[config.mk]
export PLATFORM = sky130hd
export DESIGN_NAME = pipe_stage_buf_flat
export DESIGN_NICKNAME = d
export VERILOG_FILES = /design/src/rtl/pipe_pkg.sv /design/src/rtl/pipe_stage_buf_if.sv /design/src/rtl/sat_counter.sv /design/src/rtl/pipe_stage_buf.sv /design/src/flat_wrapper.sv
export SDC_FILE = /design/constraint.sdc
export NUM_CORES = 1
export LEC_CHECK = 0
export CORE_MARGIN = 10
export CORE_UTILIZATION = 35
export CTS_CLUSTER_SIZE = 30
export DETAILED_ROUTE_END_ITERATION = 16
export GPL_ROUTABILITY_DRIVEN = 0
export PLACE_DENSITY_LB_ADDON = 0.3
export SLEW_MARGIN = 20
export SYNTH_ARGS = -nofsm -noshare
export SYNTH_HDL_FRONTEND = slang
export SYNTH_SLANG_ARGS = --single-unit
[constraint.sdc]
create_clock -name Clk -period 2.63 [get_ports Clk]
set_input_delay 0.526 -clock Clk [delete_from_list [all_inputs] [get_ports Clk]]
set_output_delay 0.526 -clock Clk [all_outputs]
set_load 0.005 [all_outputs]
[src/rtl/pipe_pkg.sv]
// Shared constants and helpers for the pipeline stage buffer.
package pipe_pkg;

  // Bubble encoding: sll $0,$0,0 is the all-zero word.
  localparam logic [31:0] NOP_ENC = 32'h0000_0000;

  localparam int DEFAULT_PC_W   = 32;
  localparam int DEFAULT_DATA_W = 32;

  // Occupancy is at most 2 beats (main + skid), so two bits are enough.
  localparam int OCC_W = 2;

  typedef logic [OCC_W-1:0] occ_t;

  // Number of held beats from the two entry valid bits.
  function automatic occ_t occupancyOf(input logic mainValid, input logic skidValid);
    return occ_t'({1'b0, mainValid}) + occ_t'({1'b0, skidValid});
  endfunction

endpackage

[src/rtl/pipe_stage_buf_if.sv]
// Valid/ready handshake bundle for the upstream and downstream sides of a stage.
interface pipe_stage_buf_if #(
  parameter int PC_W   = 32,
  parameter int DATA_W = 32
) ();

  logic              InValid;
  logic              InReady;
  logic [PC_W-1:0]   InPC;
  logic [DATA_W-1:0] InData;
  logic              OutValid;
  logic              OutReady;
  logic [PC_W-1:0]   OutPC;
  logic [DATA_W-1:0] OutData;

  // The environment around the stage: offers beats and accepts results.
  modport master (
    output InValid, InPC, InData, OutReady,
    input  InReady, OutValid, OutPC, OutData
  );

  // The stage itself.
  modport slave (
    input  InValid, InPC, InData, OutReady,
    output InReady, OutValid, OutPC, OutData
  );

endinterface

[src/rtl/sat_counter.sv]
// Saturating up-counter with synchronous clear, used for performance debug counts.
module sat_counter #(
  parameter int WIDTH = 16
) (
  input  logic             Clk,
  input  logic             Clear,
  input  logic             Inc,
  output logic [WIDTH-1:0] Count
);

  logic [WIDTH-1:0] count_q;

  // Count up on Inc, stick at all-ones instead of wrapping; Clear wins.
  always_ff @(posedge Clk) begin
    if (Clear) begin
      count_q <= '0;
    end else if (Inc && (count_q != {WIDTH{1'b1}})) begin
      count_q <= count_q + WIDTH'(1);
    end
  end

  assign Count = count_q;

endmodule

[src/rtl/pipe_stage_buf.sv]
// Pipeline stage register with valid/ready handshake, flush-to-bubble and an
// optional skid entry so InReady can be a flop output instead of a comb path.
module pipe_stage_buf
  import pipe_pkg::*;
#(
  parameter int                DATA_W   = DEFAULT_DATA_W,
  parameter int                PC_W     = DEFAULT_PC_W,
  parameter bit                SKID_EN  = 1'b1,
  parameter logic [DATA_W-1:0] NOP_WORD = DATA_W'(NOP_ENC),
  parameter int                CNT_W    = 16
) (
  input  logic             Clk,
  input  logic             Reset,
  input  logic             Flush,
  pipe_stage_buf_if.slave  Bus,
  output logic [OCC_W-1:0] Occupancy,
  output logic [CNT_W-1:0] StallCount,
  output logic [CNT_W-1:0] FlushCount
);

  logic              mainValid_q, mainValid_d;
  logic [PC_W-1:0]   mainPc_q,    mainPc_d;
  logic [DATA_W-1:0] mainData_q,  mainData_d;
  logic              skidValid_q, skidValid_d;
  logic [PC_W-1:0]   skidPc_q,    skidPc_d;
  logic [DATA_W-1:0] skidData_q,  skidData_d;

  logic inFire;
  logic outFire;
  logic stallInc;
  logic flushInc;

  // With the skid entry InReady is just the inverted skid valid flop; without
  // it the stage behaves as a classic latch that can refill while draining.
  assign Bus.InReady = SKID_EN ? !skidValid_q : (!mainValid_q || Bus.OutReady);

  assign inFire  = Bus.InValid && Bus.InReady;
  assign outFire = mainValid_q && Bus.OutReady;

  // Next-state for both entries: flush kills everything, otherwise the head
  // refills from skid first (older beat), then from upstream, else goes bubble.
  always_comb begin
    mainValid_d = mainValid_q;
    mainPc_d    = mainPc_q;
    mainData_d  = mainData_q;
    skidValid_d = skidValid_q;
    skidPc_d    = skidPc_q;
    skidData_d  = skidData_q;

    if (Flush) begin
      mainValid_d = 1'b0;
      mainData_d  = NOP_WORD;
      skidValid_d = 1'b0;
    end else if (!mainValid_q || outFire) begin
      if (skidValid_q) begin
        mainValid_d = 1'b1;
        mainPc_d    = skidPc_q;
        mainData_d  = skidData_q;
        skidValid_d = 1'b0;
      end else if (inFire) begin
        mainValid_d = 1'b1;
        mainPc_d    = Bus.InPC;
        mainData_d  = Bus.InData;
      end else begin
        mainValid_d = 1'b0;
        mainData_d  = NOP_WORD;
      end
    end else if (inFire && SKID_EN) begin
      skidValid_d = 1'b1;
      skidPc_d    = Bus.InPC;
      skidData_d  = Bus.InData;
    end
  end

  // Entry registers; reset empties both and parks the outputs on a bubble.
  always_ff @(posedge Clk) begin
    if (Reset) begin
      mainValid_q <= 1'b0;
      mainPc_q    <= '0;
      mainData_q  <= NOP_WORD;
      skidValid_q <= 1'b0;
      skidPc_q    <= '0;
      skidData_q  <= NOP_WORD;
    end else begin
      mainValid_q <= mainValid_d;
      mainPc_q    <= mainPc_d;
      mainData_q  <= mainData_d;
      skidValid_q <= skidValid_d;
      skidPc_q    <= skidPc_d;
      skidData_q  <= skidData_d;
    end
  end

  assign Bus.OutValid = mainValid_q;
  assign Bus.OutPC    = mainPc_q;
  assign Bus.OutData  = mainData_q;
  assign Occupancy    = occupancyOf(mainValid_q, skidValid_q);

  assign stallInc = mainValid_q && !Bus.OutReady;
  assign flushInc = Flush && (Occupancy != '0);

  sat_counter #(.WIDTH(CNT_W)) uStallCounter (
    .Clk   (Clk),
    .Clear (Reset),
    .Inc   (stallInc),
    .Count (StallCount)
  );

  sat_counter #(.WIDTH(CNT_W)) uFlushCounter (
    .Clk   (Clk),
    .Clear (Reset),
    .Inc   (flushInc),
    .Count (FlushCount)
  );

endmodule

[src/flat_wrapper.sv]
// flat-port wrapper written by rule: the top's interface ports become plain ports
module pipe_stage_buf_flat import pipe_pkg::*;
#(
  parameter int                DATA_W   = DEFAULT_DATA_W,
  parameter int                PC_W     = DEFAULT_PC_W,
  parameter bit                SKID_EN  = 1'b1,
  parameter logic [DATA_W-1:0] NOP_WORD = DATA_W'(NOP_ENC),
  parameter int                CNT_W    = 16
)
  (Clk, Reset, Flush, Occupancy, StallCount, FlushCount, Bus_InValid, Bus_InPC, Bus_InData, Bus_OutReady, Bus_InReady, Bus_OutValid, Bus_OutPC, Bus_OutData);
  pipe_stage_buf_if #(.PC_W(PC_W), .DATA_W(DATA_W)) Bus_i ();
  input  logic Clk;
  input  logic Reset;
  input  logic Flush;
  output logic [OCC_W-1:0] Occupancy;
  output logic [CNT_W-1:0] StallCount;
  output logic [CNT_W-1:0] FlushCount;
  input wire logic [$bits(Bus_i.InValid)-1:0] Bus_InValid;
  input wire logic [$bits(Bus_i.InPC)-1:0] Bus_InPC;
  input wire logic [$bits(Bus_i.InData)-1:0] Bus_InData;
  input wire logic [$bits(Bus_i.OutReady)-1:0] Bus_OutReady;
  output wire logic [$bits(Bus_i.InReady)-1:0] Bus_InReady;
  output wire logic [$bits(Bus_i.OutValid)-1:0] Bus_OutValid;
  output wire logic [$bits(Bus_i.OutPC)-1:0] Bus_OutPC;
  output wire logic [$bits(Bus_i.OutData)-1:0] Bus_OutData;
  assign Bus_i.InValid = Bus_InValid;
  assign Bus_i.InPC = Bus_InPC;
  assign Bus_i.InData = Bus_InData;
  assign Bus_i.OutReady = Bus_OutReady;
  assign Bus_InReady = Bus_i.InReady;
  assign Bus_OutValid = Bus_i.OutValid;
  assign Bus_OutPC = Bus_i.OutPC;
  assign Bus_OutData = Bus_i.OutData;
  pipe_stage_buf #(.DATA_W(DATA_W), .PC_W(PC_W), .SKID_EN(SKID_EN), .NOP_WORD(NOP_WORD), .CNT_W(CNT_W)) u_core (.Clk(Clk), .Reset(Reset), .Flush(Flush), .Bus(Bus_i), .Occupancy(Occupancy), .StallCount(StallCount), .FlushCount(FlushCount));
endmodule
Fig. 1: run 1, cell area per tile
The die is cut into 16 by 16 equal tiles; white is low, dark blue is high, 0 to 100% covered.
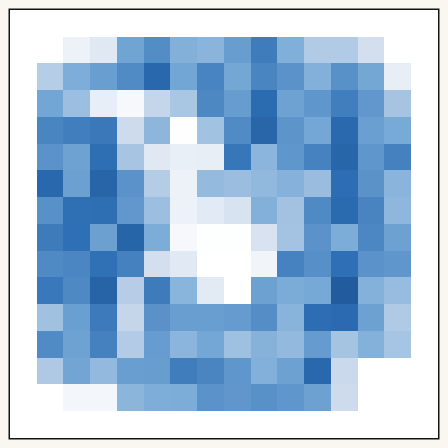
tiles over 75% full: 5.9%
fullest tile: 82%
nearly empty tiles: 28%
mean over tiles: 36%
Floorplan Core Area: 18700 µm²
fin util: 49.2%
Initial Utilization: 35.7%

Fig. 2: run 1, cell outlines without signal wires
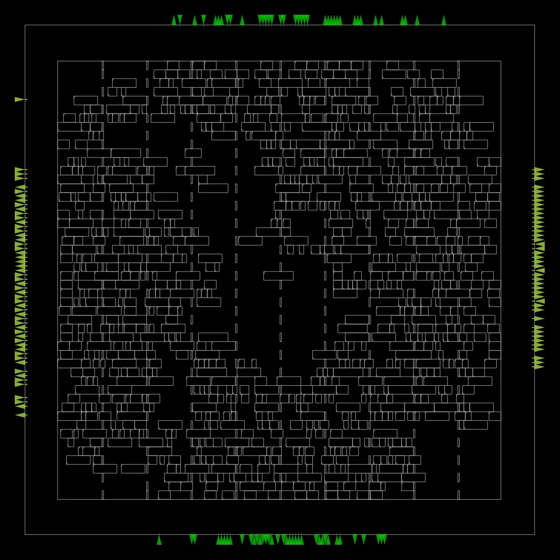
fraction of standard cell area that is sequential: 35.3%
floorplan row count: 50

==> flow_metrics.env, run 1 <==
# implementation run metrics
export IMPL_largest_class="sequential cells"
export IMPL_grt_start_max_net_pins=86
export IMPL_worst_ir_drop_vdd_v=0.000449
export IMPL_status="finished, final reports clean"
export IMPL_power_in_combinational_cells_uw=475
export IMPL_fmaxAchievable_mhz=426
export IMPL_final_min_period_over_clock_period_pct=89.4
export IMPL_cp_max_fo=33
export IMPL_ys_ff=162
export IMPL_final_comb_area_um2=3200
export IMPL_edf_count=0
export IMPL_detail_route_wl_per_cell_um=16.4
export IMPL_worst_endpoint_required_ns=2.10
export IMPL_share_clk_of_total_power_pct=44.2
export IMPL_yosys_stat_cells=802
export IMPL_groute_usage_overall_pct=15.6
export IMPL_boundaryPins=169
export IMPL_comb_cells=571
export IMPL_final_setup_tns_ns=0
export IMPL_gr_max_usage_layer="met2"
export IMPL_dr_max_layer_used="met4"
export IMPL_final_net_count=1022
export IMPL_clkSlewWorstSetupHoldPaths_ns=0.06
export IMPL_max_cap_violations=0
export IMPL_ff_type="sky130_fd_sc_hd__dfxtp_1"
export IMPL_cp_startpoint="u_core.skidValid_q"
export IMPL_tritoncts="built"
export IMPL_cts_htree_levels=4
export IMPL_drt_iter0_drc=291
export IMPL_netlist_cell_type_count=36
export IMPL_layout_drive_gt1_share_pct=6.76
export IMPL_power_report_internal_total_mw=4.18
export IMPL_drc=0
export IMPL_path_class="reg -> out"
export IMPL_design_power_total_mw=5.42
export IMPL_syn_area_um2=6670
export IMPL_route_detailed_vias_per_inst=5.16
export IMPL_finalSetupViolations=0
export IMPL_area_share_clock_buf_inv_pct=6.12
export IMPL_period_minus_slack_ns=2.35
export IMPL_global_route_wire_length_before_repair_um=31500
export IMPL_timing_critical_path_cells="inv_1, buf_4, clkdlybuf4s50_1"
export IMPL_maxSlewViolCount=0
export IMPL_global_route_usage_met2_pct=24.1
export IMPL_synth_warning_count=0
export IMPL_stage_log_warnings=27
export IMPL_post_cts_setup_buffer_count=0
export IMPL_instances_no_fill=1195
export IMPL_dieArea_um2=25000
Fig. 3: run 1, cells by drive strength
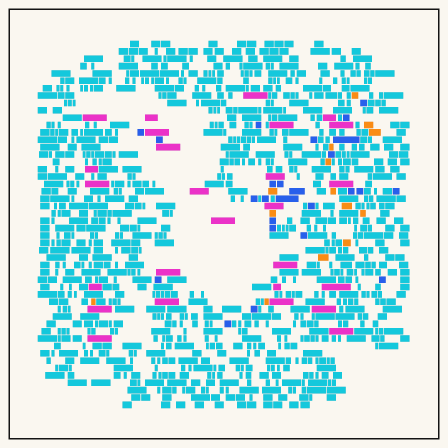
[blue] drive 3 to 4 | cells: 25 | share: 2.6% | most used: buf_4
[magenta] drive 6 and up | cells: 26 | share: 2.7% | most used: clkbuf_16
[orange] drive 2 | cells: 14 | share: 1.5%
[cyan] drive 1 or less | cells: 896 | share: 93% | most used: clkdlybuf4s50_1
setup slack of the critical path after layout: 0.280 ns
Buffers, non-clock: 189
summed area of non-filler cells in the final layout: 9210 µm²

Fig. 4: run 1, zoomed window
Region (109, 109) to (129, 129) µm. Cells in grey, sequential cells in the stronger grey; small squares are vias.
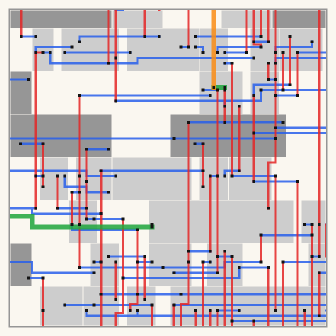
[blue] met1
[orange] met4
[red] met2
[green] met3
sequential cells in the window: 2
cells with their middle in the window: 26
most frequent: a21oi_1 (4), nand3_1 (3), o21ai_0 (3)
netlist names of flops here include: u_core.uFlushCounter.Count (2)

run 1: kinds of logic after synthesis:
logic type      Yosys count  synth area share [%]
flops                   162                  48.6
buf+inv                  69                  3.97
mux                      36                  5.44
xor+xnor                  2                 0.263
fa+ha+maj                 4                 0.750
compound gates          183                  16.9
simple gates            346                  24.1
run 1: worst min path at each step:
stage / from / cells after the start / to
2_1_floorplan: u_core.skidPc_q[0] / 2 / u_core.skidPc_q[0]
3_3_place_gp: u_core.skidPc_q[4] / 2 / u_core.skidPc_q[4]
3_5_place_dp: u_core.skidPc_q[27] / 2 / u_core.skidPc_q[27]
4_1_cts: u_core.skidData_q[1] / 2 / u_core.skidData_q[1]
5_1_grt: u_core.skidData_q[5] / 2 / u_core.skidData_q[5]
6_report: u_core.skidPc_q[21] / 2 / u_core.skidPc_q[21]
Fig. 5: run 1, pin map
Scale bar: 50 µm. Pins as bars across the die edge, other pins in grey.
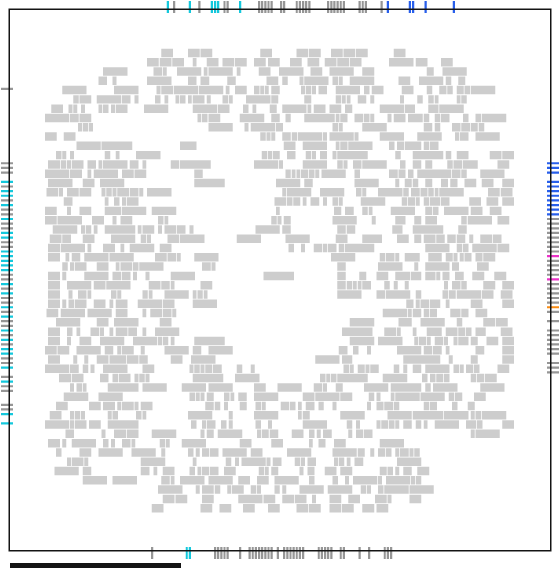

## Run 2: what changed since run 1
- SYNTH_HIERARCHICAL: unset -> 1
Fig. 6: run 2, pin map
Scale bar: 50 µm. Pins as bars across the die edge, other pins in grey.
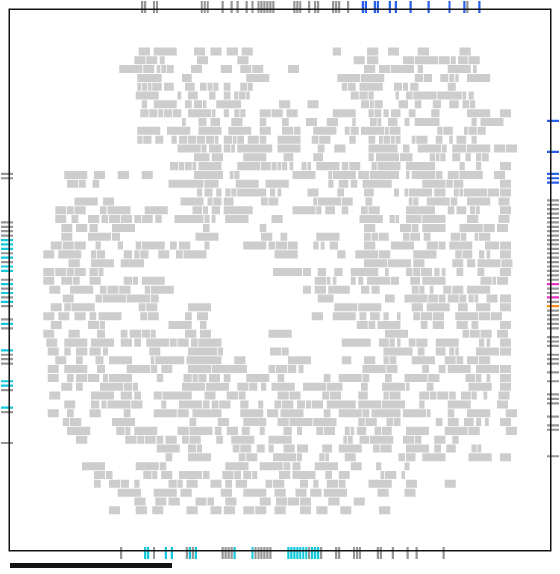
[blue] FlushCount | pins: 16 | direction: output | edge: 11 top, 5 right
[orange] Bus_OutValid | pins: 1 | direction: output | edge: right
[magenta] Occupancy | pins: 2 | direction: output | edge: right
[cyan] Bus_OutPC | pins: 32 | direction: output | edge: 18 bottom, 14 left
all pins by edge: 50 right, 45 bottom, 40 top, 34 left
height of the chip: 166 µm
Port Buffers: 168

==> run 2 against run 1 <==
Final cell count is 1.3% higher. Register-to-register slack improved by 0.38 ns. Count of clock-buffer cells in the layout shrank 1. Clock skew grew 0.0019 ns. Routed wire length increased by 5.9%. Non-clock buffer count fell by 2. Fmax is 1.5% lower. Largest cell class is now combinational gates.
==> flow_metrics.env, run 2 <==
# implementation run metrics
export IMPL_status="finished, final reports clean"
export IMPL_coreArea_um2=21100
export IMPL_drt_iter0_drc=332
export IMPL_maxSlewViolCount=0
export IMPL_route_detailed_vias_per_inst=5.16
export IMPL_mux_area_share_pct=13.4
export IMPL_max_cap_violations=0
export IMPL_final_net_count=998
export IMPL_synthAdderAreaFrac_pct=0.667
export IMPL_global_route_wire_length_before_repair_um=33100
export IMPL_power_sequential_total_mw=2.55
export IMPL_cts_htree_levels=4
export IMPL_arrival_ns=1.86
export IMPL_power_in_combinational_cells_uw=534
export IMPL_design_power_total_mw=5.79
export IMPL_finalSetupViolations=0
export IMPL_topCellsByArea="sky130_fd_sc_hd__dfxtp_1 43%, sky130_fd_sc_hd__mux2i_1 13%, sky130_fd_sc_hd__nand2b_1 11%, sky130_fd_sc_hd__a221oi_1 3.7%, sky130_fd_sc_hd__a21oi_1 3.5%"
export IMPL_finish_instance_area_um2=9980
export IMPL_cp_startpoint="u_core/skidValid_q"
export IMPL_post_synth_xor_area_fraction_pct=0.467
export IMPL_num_rows=53
export IMPL_dieArea_um2=27700
export IMPL_share_clk_of_total_power_pct=46.7
export IMPL_post_synth_main_logic_family="simple AND/OR/NAND/NOR gates"
export IMPL_fin_util_pct=47.3
export IMPL_ys_ff=162
export IMPL_yosys_top_cells_count="162 x sky130_fd_sc_hd__dfxtp_1, 129 x sky130_fd_sc_hd__nand2b_1, 98 x sky130_fd_sc_hd__mux2i_1"
export IMPL_post_cts_setup_buffer_count=0
export IMPL_gr_max_usage_layer="met2"
export IMPL_netlist_cell_type_count=42
export IMPL_ff_type="sky130_fd_sc_hd__dfxtp_1"
export IMPL_post_synth_and_or_nand_nor_area_fraction_pct=23.4
export IMPL_worst_slack_ns=0.244
export IMPL_detail_route_wl_per_cell_um=17.1
export IMPL_yosys_stat_cells=785
export IMPL_power_report_internal_total_mw=4.53
export IMPL_fmaxAchievable_mhz=419
export IMPL_grt_start_max_net_pins=110
export IMPL_layout_top_cells="167 x sky130_fd_sc_hd__clkdlybuf4s50_1, 161 x sky130_fd_sc_hd__dfxtp_1, 128 x sky130_fd_sc_hd__nand2b_1"
export IMPL_boundaryPins=169
export IMPL_instances_no_fill=1211
export IMPL_timing_critical_path_cells="buf_12, ha_1, clkdlybuf4s50_1"
export IMPL_cts_max_path_buffers=2
export IMPL_syn_area_um2=7510
export IMPL_worst_endpoint_required_ns=2.10
export IMPL_final_min_period_over_clock_period_pct=90.7
export IMPL_groute_usage_overall_pct=14.3
export IMPL_cp_max_fo=68
export IMPL_period_minus_slack_ns=2.39
export IMPL_final_setup_tns_ns=0
export IMPL_drc=0
export IMPL_worst_ir_drop_vdd_v=0.000378
export IMPL_path_class="reg -> out"
export IMPL_edf_count=0
export IMPL_dr_max_layer_used="met5"
export IMPL_layout_drive_gt1_share_pct=6.94
export IMPL_stage_log_warnings=29
export IMPL_start_kind="register"
export IMPL_compound_area_share_pct=13.0
export IMPL_tritoncts="built"
export IMPL_global_route_usage_met2_pct=22.6
export IMPL_synth_warning_count=6
export IMPL_clkSlewWorstSetupHoldPaths_ns=0.06
Fig. 7: run 2, zoomed window
Region (115, 115) to (135, 135) µm. Cells in grey, sequential cells in the stronger grey; small squares are vias.
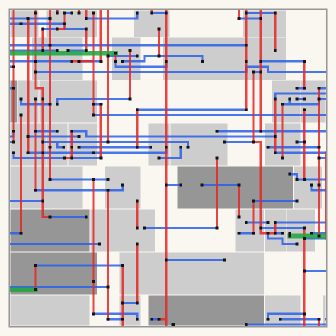
[green] met3
[blue] met1
[red] met2
most frequent: dfxtp_1 (4), nor2_1 (4)
cells with their middle in the window: 31
netlist names of flops here include: u_core/uFlushCounter/Count (3), u_core/Bus.OutData (1)
sequential cells in the window: 4

==> run 2: final timing paths <==
kind	to	cells past startpoint
min	u_core/skidPc_q[8]	2
max reg2reg	u_core/uFlushCounter/Count[6]	8
min reg2reg	u_core/skidPc_q[8]	2
max	Occupancy[1]	3
==> run 2: final cells by class <==
| cell class | count | area, µm² | share of cell area [%] |
|---|---|---|---|
| multi-input combinational | 548 | 3840 | 38.5 |
| sequential | 162 | 3250 | 32.5 |
| timing repair buffer | 187 | 1870 | 18.8 |
| clock buffer | 22 | 495 | 4.97 |
| tap | 275 | 344 | 3.45 |
| clock inverter | 8 | 148 | 1.48 |
| inverter | 9 | 33.8 | 0.339 |
==> run 2: worst max-delay path, delay by kind of cell, from the launching register on <==
kind,cells,cell delay [ns]
buf+inv,2,0.86
flops,1,0.36
fa+ha+maj,1,0.22
